`src/rtl/wb_arbiter_pkg.sv`:
```
// Shared types for the writeback arbiter: the result record carried by slots,
// execution units and the writeback bus, plus default widths.
package wb_arbiter_pkg;

    localparam int DataWidth = 32;
    localparam int RobDepth  = 16;
    localparam int ReqNum    = 4;
    localparam int RobW      = $clog2(RobDepth);
    localparam int ExpCodeW  = 4;

    typedef struct packed {
        logic [RobW-1:0] addr;
    } RegFile_t;

    typedef logic [ExpCodeW-1:0] ExpCode_t;

    typedef struct packed {
        RegFile_t               rd;
        logic [DataWidth-1:0]   data;
        logic                   exp_;
        ExpCode_t               exp_code;
        logic                   pred_miss_;
        logic                   jump_miss_;
    } WbReq_t;

endpackage

```
`src/rtl/wb_arb_pick.sv`:
```
// Combinational one-hot picker: first asserted candidate found searching
// upward from start, wrapping at N.
module wb_arb_pick #(
    parameter int N  = 4,
    parameter int IW = 2
) (
    input  logic [N-1:0]  cand,
    input  logic [IW-1:0] start,
    output logic [N-1:0]  grant,
    output logic [IW-1:0] grant_idx,
    output logic          any
);

    int          pos;
    logic [IW-1:0] p;

    always_comb begin
        grant     = '0;
        grant_idx = '0;
        any       = 1'b0;
        pos       = 0;
        p         = '0;
        for (int k = 0; k < N; k++) begin
            pos = int'(start) + k;
            if (pos >= N) pos = pos - N;
            p = IW'(pos);
            if (!any && cand[p]) begin
                any       = 1'b1;
                grant[p]  = 1'b1;
                grant_idx = p;
            end
        end
    end

endmodule

```
`src/rtl/wb_arbiter.sv`:
```
// Writeback arbiter: REQ execution units share one registered ROB writeback port.
// Define WB_ARB_RR_EN for round-robin; otherwise fixed priority, index 0 highest.
module wb_arbiter
    import wb_arbiter_pkg::*;
#(
    parameter int DATA      = DataWidth,
    parameter int ROB_DEPTH = RobDepth,
    parameter int REQ       = ReqNum,
    localparam int ROB      = $clog2(ROB_DEPTH),
    localparam int IW       = (REQ > 1) ? $clog2(REQ) : 1
) (
    input  logic                      clk,
    input  logic                      reset,
    input  logic                      flush_,
    input  logic [REQ-1:0]            req_e_,
    input  RegFile_t [REQ-1:0]        req_rd,
    input  logic [REQ-1:0][DATA-1:0]  req_data,
    input  logic [REQ-1:0]            req_exp_,
    input  ExpCode_t [REQ-1:0]        req_exp_code,
    input  logic [REQ-1:0]            req_pred_miss_,
    input  logic [REQ-1:0]            req_jump_miss_,
    output logic [REQ-1:0]            req_busy,
    output logic                      wb_e_,
    output RegFile_t                  wb_rd,
    output logic [DATA-1:0]           wb_data,
    output logic                      wb_exp_,
    output ExpCode_t                  wb_exp_code,
    output logic                      wb_pred_miss_,
    output logic                      wb_jump_miss_
);

    // Handshake: req_e_ low presents a result for one cycle; it is accepted
    // unconditionally unless req_busy is high, in which case the requester
    // must stall and any strobe is ignored.

    WbReq_t         slot_q   [REQ];
    logic [REQ-1:0] slot_valid;
    WbReq_t         in_req   [REQ];
    WbReq_t         cand_req [REQ];
    logic [REQ-1:0] in_valid;
    logic [REQ-1:0] cand;
    logic [REQ-1:0] grant;
    logic [IW-1:0]  grant_idx;
    logic           any;
    logic [IW-1:0]  start;
    logic [ROB-1:0] grant_rob;

    assign req_busy = slot_valid;

    // A held slot always outranks its own requester's new result.
    always_comb begin
        for (int i = 0; i < REQ; i++) begin
            in_req[i].rd         = req_rd[i];
            in_req[i].data       = req_data[i];
            in_req[i].exp_       = req_exp_[i];
            in_req[i].exp_code   = req_exp_code[i];
            in_req[i].pred_miss_ = req_pred_miss_[i];
            in_req[i].jump_miss_ = req_jump_miss_[i];
            in_valid[i]          = !req_e_[i] && !slot_valid[i];
            cand[i]              = slot_valid[i] || in_valid[i];
            cand_req[i]          = slot_valid[i] ? slot_q[i] : in_req[i];
        end
    end

`ifdef WB_ARB_RR_EN
    logic [IW-1:0] last_grant;

    assign start = (last_grant == IW'(REQ - 1)) ? '0 : last_grant + 1'b1;

    always_ff @(posedge clk) begin
        if (reset)
            last_grant <= '0;
        else if (flush_ && any)
            last_grant <= grant_idx;
    end
`else
    assign start = '0;
`endif

    wb_arb_pick #(.N(REQ), .IW(IW)) u_pick (
        .cand      (cand),
        .start     (start),
        .grant     (grant),
        .grant_idx (grant_idx),
        .any       (any)
    );

    assign grant_rob = cand_req[grant_idx].rd.addr;

    always_ff @(posedge clk) begin
        if (reset) begin
            slot_valid    <= '0;
            for (int i = 0; i < REQ; i++) slot_q[i] <= '0;
            wb_e_         <= 1'b1;
            wb_rd         <= '0;
            wb_data       <= '0;
            wb_exp_       <= 1'b1;
            wb_exp_code   <= '0;
            wb_pred_miss_ <= 1'b1;
            wb_jump_miss_ <= 1'b1;
        end else if (!flush_) begin
            slot_valid    <= '0;
            wb_e_         <= 1'b1;
            wb_exp_       <= 1'b1;
            wb_pred_miss_ <= 1'b1;
            wb_jump_miss_ <= 1'b1;
        end else begin
            for (int i = 0; i < REQ; i++) begin
                if (slot_valid[i] && grant[i]) begin
                    slot_valid[i] <= 1'b0;
                end else if (in_valid[i] && !grant[i]) begin
                    slot_valid[i] <= 1'b1;
                    slot_q[i]     <= in_req[i];
                end
            end
            if (any) begin
                wb_e_         <= 1'b0;
                wb_rd         <= '{addr: grant_rob};
                wb_data       <= cand_req[grant_idx].data;
                wb_exp_       <= cand_req[grant_idx].exp_;
                wb_exp_code   <= cand_req[grant_idx].exp_code;
                wb_pred_miss_ <= cand_req[grant_idx].pred_miss_;
                wb_jump_miss_ <= cand_req[grant_idx].jump_miss_;
            end else begin
                wb_e_         <= 1'b1;
                wb_exp_       <= 1'b1;
                wb_pred_miss_ <= 1'b1;
                wb_jump_miss_ <= 1'b1;
            end
        end
    end

    a_no_req_while_busy: assert property (@(posedge clk) disable iff (reset)
        ((~req_e_ & req_busy) == '0));

endmodule
```
`config.mk`:
```
export PLATFORM = sky130hd
export DESIGN_NAME = wb_arbiter
export DESIGN_NICKNAME = d
export VERILOG_FILES = /design/src/rtl/wb_arbiter_pkg.sv /design/src/rtl/wb_arb_pick.sv /design/src/rtl/wb_arbiter.sv
export SDC_FILE = /design/constraint.sdc
export NUM_CORES = 1
export LEC_CHECK = 0
export ABC_AREA = 1
export CORE_UTILIZATION = 30
export CTS_CLUSTER_SIZE = 30
export DETAILED_ROUTE_END_ITERATION = 6
export SYNTH_ARGS = -nofsm -noshare
export SYNTH_HDL_FRONTEND = slang
export SYNTH_SLANG_ARGS = --single-unit
```
`constraint.sdc`:
```
create_clock -name clk -period 2.3 [get_ports clk]
set_input_delay 0.23 -clock clk [delete_from_list [all_inputs] [get_ports clk]]
set_output_delay 0.23 -clock clk [all_outputs]
set_load 0.01 [all_outputs]
```
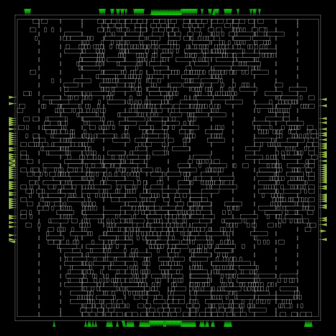
**Above:** cell outlines without signal wires.
final non-filler cell total: 2109
Core Area: 36790 um2

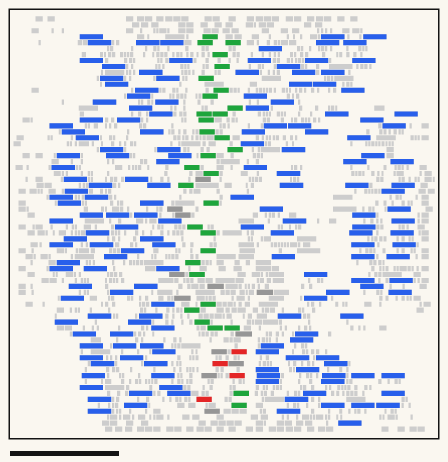
**Above:** where the registers sit.
The bar under the picture is 50 um long. Other sequential cells in the stronger grey, the rest of the logic in the fainter grey.
colour	name in the netlist	placed flops	where
red	`wb_exp_code`	4	south
green	`wb_data`	32	a vertical strip down the middle
blue	`slot_q`	172	all over the die
combined flip-flop and latch cell area: 6131 um2
power of the sequential group: 4.70 mW

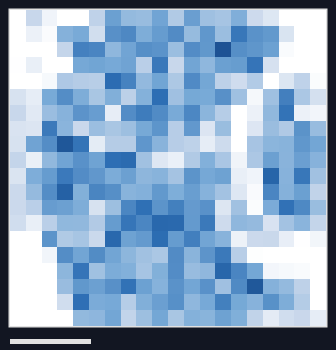
**Above:** placement density heat map.
The bar under the picture is 50 um long. 20 x 20 tiles, from white (low) to dark blue (high), 0 to 100% covered.
tiles over 75% full	3.5%
mean over tiles	38%
fullest tile	86%
nearly empty tiles	13%

==> flow_summary.toml <==
# flow metrics
[final_layout]
largest_register_ff_count = 172
layout.sequential_cells = 220
combAreaFraction_pct = 28.09
largest_cell_class = "registers"
antenna-diode-count = 1
share_of_final_layout_standard_cells_stronger_than_drive_strength_1_pct = 7.073
regMostFlops = "slot_q"

[timing]
final.period_utilization_pct = 96.02
setup_total_negative_slack_ps = 0
final_max_slew_viol_count = 0
rsz_0062_raised_after_global_routing = "no"
min_period_ps = 2209
timing.final.ws_setup_ps = 91.48

[pwr]
switching_share_pct = 24.94
combinationalPower_mw = 1.56
totalPowerFinal_mw = 10.70
power_leakage_nw = 6.409
pwr_density_cell_nw_per_um2 = 708.2
power.clock.total_mw = 4.43

[status]
outcome = "completed"

[worst_setup_path]
worstPathCellList = "clkbuf_8 > clkdlybuf4s50_1"
setup.reg_to_reg.worst_slack_ps = 340
ff2ff_path_depth = 8
critPathArrivalTime_ps = 1980
worstSetupPathType = "reg -> out"

[placement]
placement.cell_area_um2 = 14160
numPlacedInstances = 2060
detailed_place_hpwl_um = 24560

[drt]
detailroute.via_count = 9732
met1_length_um = 16590

[floorplanning]
fp.dieW_um = 195.8
fp.dieH_um = 195.8
chip_area_um2 = 38350

[global_routing]
gr-max-usage-layer = "met2"

[logic_synthesis]
xor_xnor_portion_of_the_synthesized_cell_area_pct = 0
asyncSetResetFlopFracSynth_pct = 0
synthesis.yosys.warnings = 0
area_leaders = "sky130_fd_sc_hd__edfxtp_1 46%, sky130_fd_sc_hd__nand2_1 13%, sky130_fd_sc_hd__dfxtp_1 8.5%"

[flow_run]
stage_log_warnings = 26

[min_path]
worstHoldPathType = "in -> reg"
No activity file was given, so power comes from the tool's default toggle rates.
